==> src/rtl/sram_arb_pkg.sv <==
// Shared types and default geometry for the SRAM port arbiter.
// The defaults describe one 512 x 4 x 16-bit single-port SRAM macro.
package sram_arb_pkg;

    localparam int DEF_ADDR_W  = 9;
    localparam int DEF_FETCH_W = 4;
    localparam int DEF_DATA_W  = 16;

    typedef logic [DEF_FETCH_W-1:0][DEF_DATA_W-1:0] sram_word_t;

    typedef enum logic [1:0] {
        GNT_IDLE,
        GNT_WR,
        GNT_RD
    } grant_e;

endpackage

==> src/rtl/sram_resp_fifo.sv <==
// Show-ahead response FIFO that captures SRAM read data.
// The head is presented without bypass, so a push into an empty FIFO becomes visible one cycle later.
module sram_resp_fifo #(
    parameter int DEPTH = 2,
    parameter int WIDTH = 64,
    parameter int CNT_W = $clog2(DEPTH + 1)
) (
    input  logic             clk,
    input  logic             rst,
    input  logic             push,
    input  logic [WIDTH-1:0] push_data,
    input  logic             pop,
    output logic [WIDTH-1:0] head,
    output logic             valid,
    output logic [CNT_W-1:0] count
);

    localparam int PTR_W = (DEPTH > 1) ? $clog2(DEPTH) : 1;

    logic [WIDTH-1:0] mem [DEPTH];
    logic [PTR_W-1:0] wr_ptr;
    logic [PTR_W-1:0] rd_ptr;
    logic             do_pop;

    function automatic logic [PTR_W-1:0] next_ptr(input logic [PTR_W-1:0] p);
        return (p == PTR_W'(DEPTH - 1)) ? '0 : p + 1'b1;
    endfunction

    assign valid  = (count != '0);
    assign do_pop = pop & valid;
    // Gate the head so an empty FIFO shows zero instead of stale storage.
    assign head   = valid ? mem[rd_ptr] : '0;

    // NOTE: storage has no reset; occupancy is tracked by count, so clearing pointers is enough.
    always_ff @(posedge clk) begin
        if (push) begin
            mem[wr_ptr] <= push_data;
        end
    end

    // NOTE: all sequential state uses non-blocking assignments so every register samples pre-edge values.
    always_ff @(posedge clk) begin
        if (rst) begin
            wr_ptr <= '0;
            rd_ptr <= '0;
            count  <= '0;
        end else begin
            if (push) begin
                wr_ptr <= next_ptr(wr_ptr);
            end
            if (do_pop) begin
                rd_ptr <= next_ptr(rd_ptr);
            end
            case ({push, do_pop})
                2'b10:   count <= count + 1'b1;
                2'b01:   count <= count - 1'b1;
                default: count <= count;
            endcase
        end
    end

    no_overflow: assert property (@(posedge clk) disable iff (rst)
        !(push && !do_pop && count == CNT_W'(DEPTH)));

endmodule

==> src/rtl/sram_port_arbiter.sv <==
// Round-robin arbiter sharing one single-port SRAM between a write and a read requester,
// with read data captured into a response FIFO so the consumer can stall safely.
module sram_port_arbiter
    import sram_arb_pkg::*;
#(
    parameter int ADDR_W     = DEF_ADDR_W,
    parameter int FETCH_W    = DEF_FETCH_W,
    parameter int DATA_W     = DEF_DATA_W,
    parameter int RESP_DEPTH = 2
) (
    input  logic                           clk,
    input  logic                           rst,
    input  logic                           wr_valid,
    output logic                           wr_ready,
    input  logic [ADDR_W-1:0]              wr_addr,
    input  logic [FETCH_W-1:0][DATA_W-1:0] wr_data,
    input  logic                           rd_valid,
    output logic                           rd_ready,
    input  logic [ADDR_W-1:0]              rd_addr,
    output logic                           resp_valid,
    input  logic                           resp_ready,
    output logic [FETCH_W-1:0][DATA_W-1:0] resp_data,
    output logic [ADDR_W-1:0]              sram_addr,
    output logic                           sram_cen,
    output logic                           sram_wen,
    output logic [FETCH_W-1:0][DATA_W-1:0] sram_data_in,
    input  logic [FETCH_W-1:0][DATA_W-1:0] sram_data_out
);

    localparam int CNT_W = $clog2(RESP_DEPTH + 1);
    localparam int SUM_W = CNT_W + 1;

    grant_e           grant;
    logic             inflight;
    logic             prio_rd;
    logic             pop;
    logic             rd_ok;
    logic             rd_elig;
    logic             contested;
    logic [CNT_W-1:0] fifo_count;

    assign pop = resp_valid & resp_ready;
    // Reserve a FIFO slot for every read still in the SRAM pipeline, crediting a same-cycle pop.
    assign rd_ok     = ({1'b0, fifo_count} + SUM_W'(inflight) - SUM_W'(pop)) < SUM_W'(RESP_DEPTH);
    assign rd_elig   = rd_valid & rd_ok;
    assign contested = wr_valid & rd_elig;

    always_comb begin
        grant = GNT_IDLE;
        if (!rst) begin
            if (contested) begin
                grant = prio_rd ? GNT_RD : GNT_WR;
            end else if (wr_valid) begin
                grant = GNT_WR;
            end else if (rd_elig) begin
                grant = GNT_RD;
            end
        end
    end

    // NOTE: every output gets a default before the case so no path leaves a latch behind.
    always_comb begin
        wr_ready     = 1'b0;
        rd_ready     = 1'b0;
        sram_cen     = 1'b0;
        sram_wen     = 1'b0;
        sram_addr    = '0;
        sram_data_in = '0;
        case (grant)
            GNT_WR: begin
                wr_ready     = 1'b1;
                sram_cen     = 1'b1;
                sram_wen     = 1'b1;
                sram_addr    = wr_addr;
                sram_data_in = wr_data;
            end
            GNT_RD: begin
                rd_ready  = 1'b1;
                sram_cen  = 1'b1;
                sram_addr = rd_addr;
            end
            default: ;
        endcase
    end

    always_ff @(posedge clk) begin
        if (rst) begin
            inflight <= 1'b0;
            prio_rd  <= 1'b1;
        end else begin
            inflight <= (grant == GNT_RD);
            // After a contested grant the pointer moves to the losing side.
            if (contested) begin
                prio_rd <= (grant == GNT_WR);
            end
        end
    end

    sram_resp_fifo #(
        .DEPTH (RESP_DEPTH),
        .WIDTH (FETCH_W * DATA_W),
        .CNT_W (CNT_W)
    ) u_resp_fifo (
        .clk       (clk),
        .rst       (rst),
        .push      (inflight),
        .push_data (sram_data_out),
        .pop       (pop),
        .head      (resp_data),
        .valid     (resp_valid),
        .count     (fifo_count)
    );

endmodule

==> config.mk <==
export PLATFORM = sky130hd
export DESIGN_NAME = sram_port_arbiter
export DESIGN_NICKNAME = d
export VERILOG_FILES = /design/src/rtl/sram_arb_pkg.sv /design/src/rtl/sram_resp_fifo.sv /design/src/rtl/sram_port_arbiter.sv
export SDC_FILE = /design/constraint.sdc
export NUM_CORES = 1
export LEC_CHECK = 0
export ABC_CLOCK_PERIOD_IN_PS = 5200
export CAP_MARGIN = 20
export CORE_ASPECT_RATIO = 1.2
export CORE_MARGIN = 2
export CORE_UTILIZATION = 35
export CTS_CLUSTER_DIAMETER = 200
export DETAILED_ROUTE_END_ITERATION = 10
export GPL_ROUTABILITY_DRIVEN = 0
export GPL_TIMING_DRIVEN = 0
export HOLD_SLACK_MARGIN = 0.03
export MAX_ROUTING_LAYER = met4
export PLACE_DENSITY = 0.75
export SLEW_MARGIN = 20
export SYNTH_ARGS = -nofsm -noshare
export SYNTH_HDL_FRONTEND = slang
export SYNTH_SLANG_ARGS = --single-unit
==> constraint.sdc <==
create_clock -name clk -period 5.2 [get_ports clk]
set_input_delay 1.56 -clock clk [delete_from_list [all_inputs] [get_ports clk]]
set_output_delay 1.56 -clock clk [all_outputs]
set_load 0.01 [all_outputs]
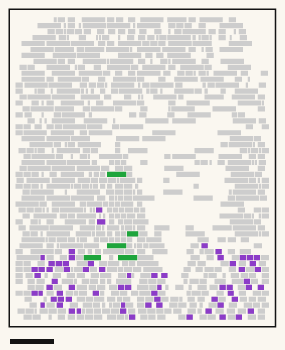
(images/gate_families.png)
The bar under the picture is 20 µm long.
legend:
  AND and OR gates:
    colour: purple
    cells: 67
    where: a horizontal strip, bottom
  adder and majority cells:
    colour: green
    cells: 5
    where: bottom middle
most frequent logic cell in the layout: clkdlybuf4s50_1
filler-free cell count of the finished design: 1027
combinational share of cell area: 0.180

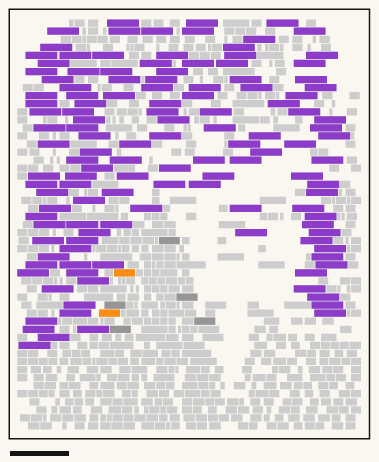
(images/registers.png)
The bar under the picture is 20 µm long.
legend:
  `u_resp_fifo.mem`:
    colour: purple
    placed_flops: 128
  `u_resp_fifo.count`:
    colour: orange
    placed_flops: 2
not coloured: 5

==> results.sh <==
# source this file to load flow results
export IMPL_status="finished, violations left"
export IMPL_violations="negative setup slack"
export IMPL_final_util=0.677
export IMPL_fmax_ghz=0.178
export IMPL_r2r_slack_ns=0.21
export IMPL_cts_tree="yes"
export IMPL_insertion_delay_ns=0.42
export IMPL_ys_seq_elements=135
export IMPL_p_sw_w=0.00141
export IMPL_wl_per_cell_um=19.0
export IMPL_cap_violations=0
export IMPL_cellLeakagePower_nw=4.10
export IMPL_grt_max_degree=54
export IMPL_syn_avg_cell_area_um2=14.1
export IMPL_clkPwrFrac=0.264
export IMPL_initCoreUtil=0.357
export IMPL_cp_data_required_time_ns=3.64
export IMPL_drive_gt1_frac=0.377
export IMPL_chipWidth_um=121
export IMPL_grt_overflow=0
export IMPL_min_from="u_resp_fifo.rd_ptr"
export IMPL_ir_worst_vdd_uv=291
export IMPL_crit_type="in -> out"
export IMPL_power_density_nw_per_um2=431
export IMPL_ys_top_cells_by_count="edfxtp_1 (128), nor2_1 (80), and2_1 (66)"
export IMPL_crit_end="sram_addr[3]"
export IMPL_worst_r2r_endpoint="u_resp_fifo.rd_ptr"
export IMPL_syn_nets=566
export IMPL_finalClockSkew_ns=0.00665
export IMPL_ys_async_sr_fraction=0
export IMPL_r2r_worst_path_cells=37
export IMPL_ant_nets=0
export IMPL_internal_power_w=0.00331
export IMPL_syn_to_final_growth_pct=89.7
export IMPL_start_kind="primary input"
export IMPL_cts_reportedPaths_clkPinSlew_ns=0.06
export IMPL_setup_viol=77
export IMPL_dr_pass1_iters=4
export IMPL_yosys_stat_area_um2=5760
export IMPL_die_area_um2=17500
export IMPL_grt_usage=0.227
export IMPL_synth_top_cell_by_area="edfxtp_1"
export IMPL_cts_made_buffers=17
export IMPL_drt_initial_drc_count=250
export IMPL_io_pins=293
export IMPL_dp_hpwl_um=12600
export IMPL_rr_startpoint="u_resp_fifo.count[1]"
export IMPL_finalClockPeriodUsage=1.08
export IMPL_edf_count=128
export IMPL_io_buffers=291
export IMPL_cp_startpoint="resp_ready"
export IMPL_cts_num_sinks=135
export IMPL_postLayoutCellArea_um2=10900
export IMPL_synth_area_um2=5760
export IMPL_place_area_um2=9190
export IMPL_pwr_share_seq=0.280
export IMPL_switching_share=0.298
export IMPL_ctsRootBufferMaster="clkbuf_16"
export IMPL_vias_per_cell=4.67
export IMPL_coreArea_um2=16100
export IMPL_fillCellCount=1150
export IMPL_yosysSeqAreaShare=0.692
export IMPL_netlist_instances=410
export IMPL_rsz0062_at_grt="yes"
export IMPL_slew_violations=0
export IMPL_drc=0
export IMPL_total_power_w=0.00471
export IMPL_chipHeight_um=145
export IMPL_grt_pass1_vias=5163
export IMPL_netlist_area_leader_share=0.667
export IMPL_nets=957
export IMPL_ctsLongestPathBuffers=2
export IMPL_critPathArrivalTime_ns=4.04
export IMPL_grt_pass1_wl_um=28400
export IMPL_combPwrFrac=0.456
export IMPL_yosysWarnings=0
export IMPL_num_vias=4795
export IMPL_tool_warnings=29
export IMPL_whs_ns=0.589
export IMPL_critPathMaxFanout=4
export IMPL_min_period_ns=5.60
export IMPL_flop_cell="edfxtp_1"
export IMPL_endpoint_kind="output pin"
export IMPL_tightestPinTransition_ns=0.709
export IMPL_hold_violations=0
export IMPL_ys_cells=410
export IMPL_fin_tns_setup_ns=-21.92
export IMPL_whs_path_depth=2
export IMPL_synth_cell_types=24
export IMPL_layout_setup_ws_ns=-0.402
export IMPL_rows=51
export IMPL_hold_class="reg -> reg"
export IMPL_yosys_top_cells_area="edfxtp_1 (67%), mux2i_1 (11%), and2_1 (7.2%)"
export IMPL_htree_levels=4
export IMPL_synth_most_common_cell="edfxtp_1"
export IMPL_max_slew_margin_rel=0.526
-- metal layers --
metal  share of wire  vias to the layer above  wire, µm  GRT usage
met4           0.036                        0       694      0.109
met3           0.053                       45      1030     0.0560
met1            0.40                     2315      7840      0.262
li1                -                     2233         -          -
met5               0                        -         0          -
met2            0.51                      202      9970      0.370
-- power groups by stage --
| stage | Clock, W | Sequential (W) | Combinational, W |
|---|---|---|---|
| floorplan | 0 | 0.00133 | 0.000777 |
| global placement | 0 | 0.00134 | 0.00155 |
| detailed placement | 0 | 0.00133 | 0.00159 |
| CTS | 0.00126 | 0.00131 | 0.00207 |
| global route | 0.00131 | 0.00133 | 0.00228 |
| finish | 0.00125 | 0.00132 | 0.00215 |
-- cell families (layout without fill, tap and decap cells) --
| family | count (synthesis) | after routing | share of synthesized area |
|---|---|---|---|
| simple gates | 151 | 151 | 0.128 |
| flops | 135 | 135 | 0.692 |
| mux | 64 | 64 | 0.111 |
| buf+inv | 33 | 437 | 0.0278 |
| compound gates | 17 | 17 | 0.0213 |
| fa+ha+maj | 5 | 5 | 0.0122 |
| xor+xnor | 5 | 5 | 0.00760 |
| other cells | 0 | 1 | 0 |
-- area by class of cell --
class,instances,area (µm²),share of cell area
sequential,135,3980,0.365
timing repair buffer,374,3820,0.350
multi-input combinational,242,1960,0.180
clock buffer,18,429,0.0393
tap,212,265,0.0243
buffer,24,254,0.0232
clock inverter,14,180,0.0165
inverter,7,26.3,0.00240
antenna,1,2.50,0.000229
-- critical path, cell delays in order --
cell	delay, ns
buf_8	0.10
o21ai_4	0.05
inv_2	0.06
buf_6	0.12
ha_4	0.20
nand2b_4	0.14
fa_2	0.38
xor2_4	0.18
nor2_4	0.17
a211oi_2	0.09
ha_2	0.23
buf_12	0.14
buf_16	0.13
buf_6	0.12
a22oi_2	0.17
nor2_2	0.06
buf_2	0.14
-- per-stage QoR --
step,setup slack (ns),instances
final,-0.402,1027
after global routing,-0.519,1027
after CTS,-0.388,1029
after detailed placement,-1.27,916
after global placement,-1.17,913
after floorplan,0.00599,410
-- what timing repair did --
action	in CTS	in global routing
endpoints found under the setup margin	77	81
hold buffers	0	0
gates cloned	10	0
pin swaps	17	21
setup buffers	73	5
resized	485	27
-- placed cells by master (no fill, tap or decap), types with 7 or more instances in the layout --
cell | netlist | final
nor2_2 | 0 | 8
buf_8 | 0 | 9
and2_4 | 0 | 59
mux2i_1 | 64 | 64
a22oi_2 | 0 | 9
dfxtp_1 | 7 | 7
buf_2 | 8 | 20
buf_4 | 7 | 50
clkdlybuf4s50_1 | 0 | 213
clkbuf_16 | 0 | 20
and2_1 | 66 | 7
nor2_1 | 80 | 69
buf_6 | 0 | 87
edfxtp_1 | 128 | 128
-- registers in the layout, summed over array words and instances (netlist names), named ones only --
name                cells
u_resp_fifo.rd_ptr      1
prio_rd                 1
u_resp_fifo.wr_ptr      1
u_resp_fifo.count       2
inflight                1
u_resp_fifo.mem       128
No activity file was given, so power comes from the tool's default toggle rates.
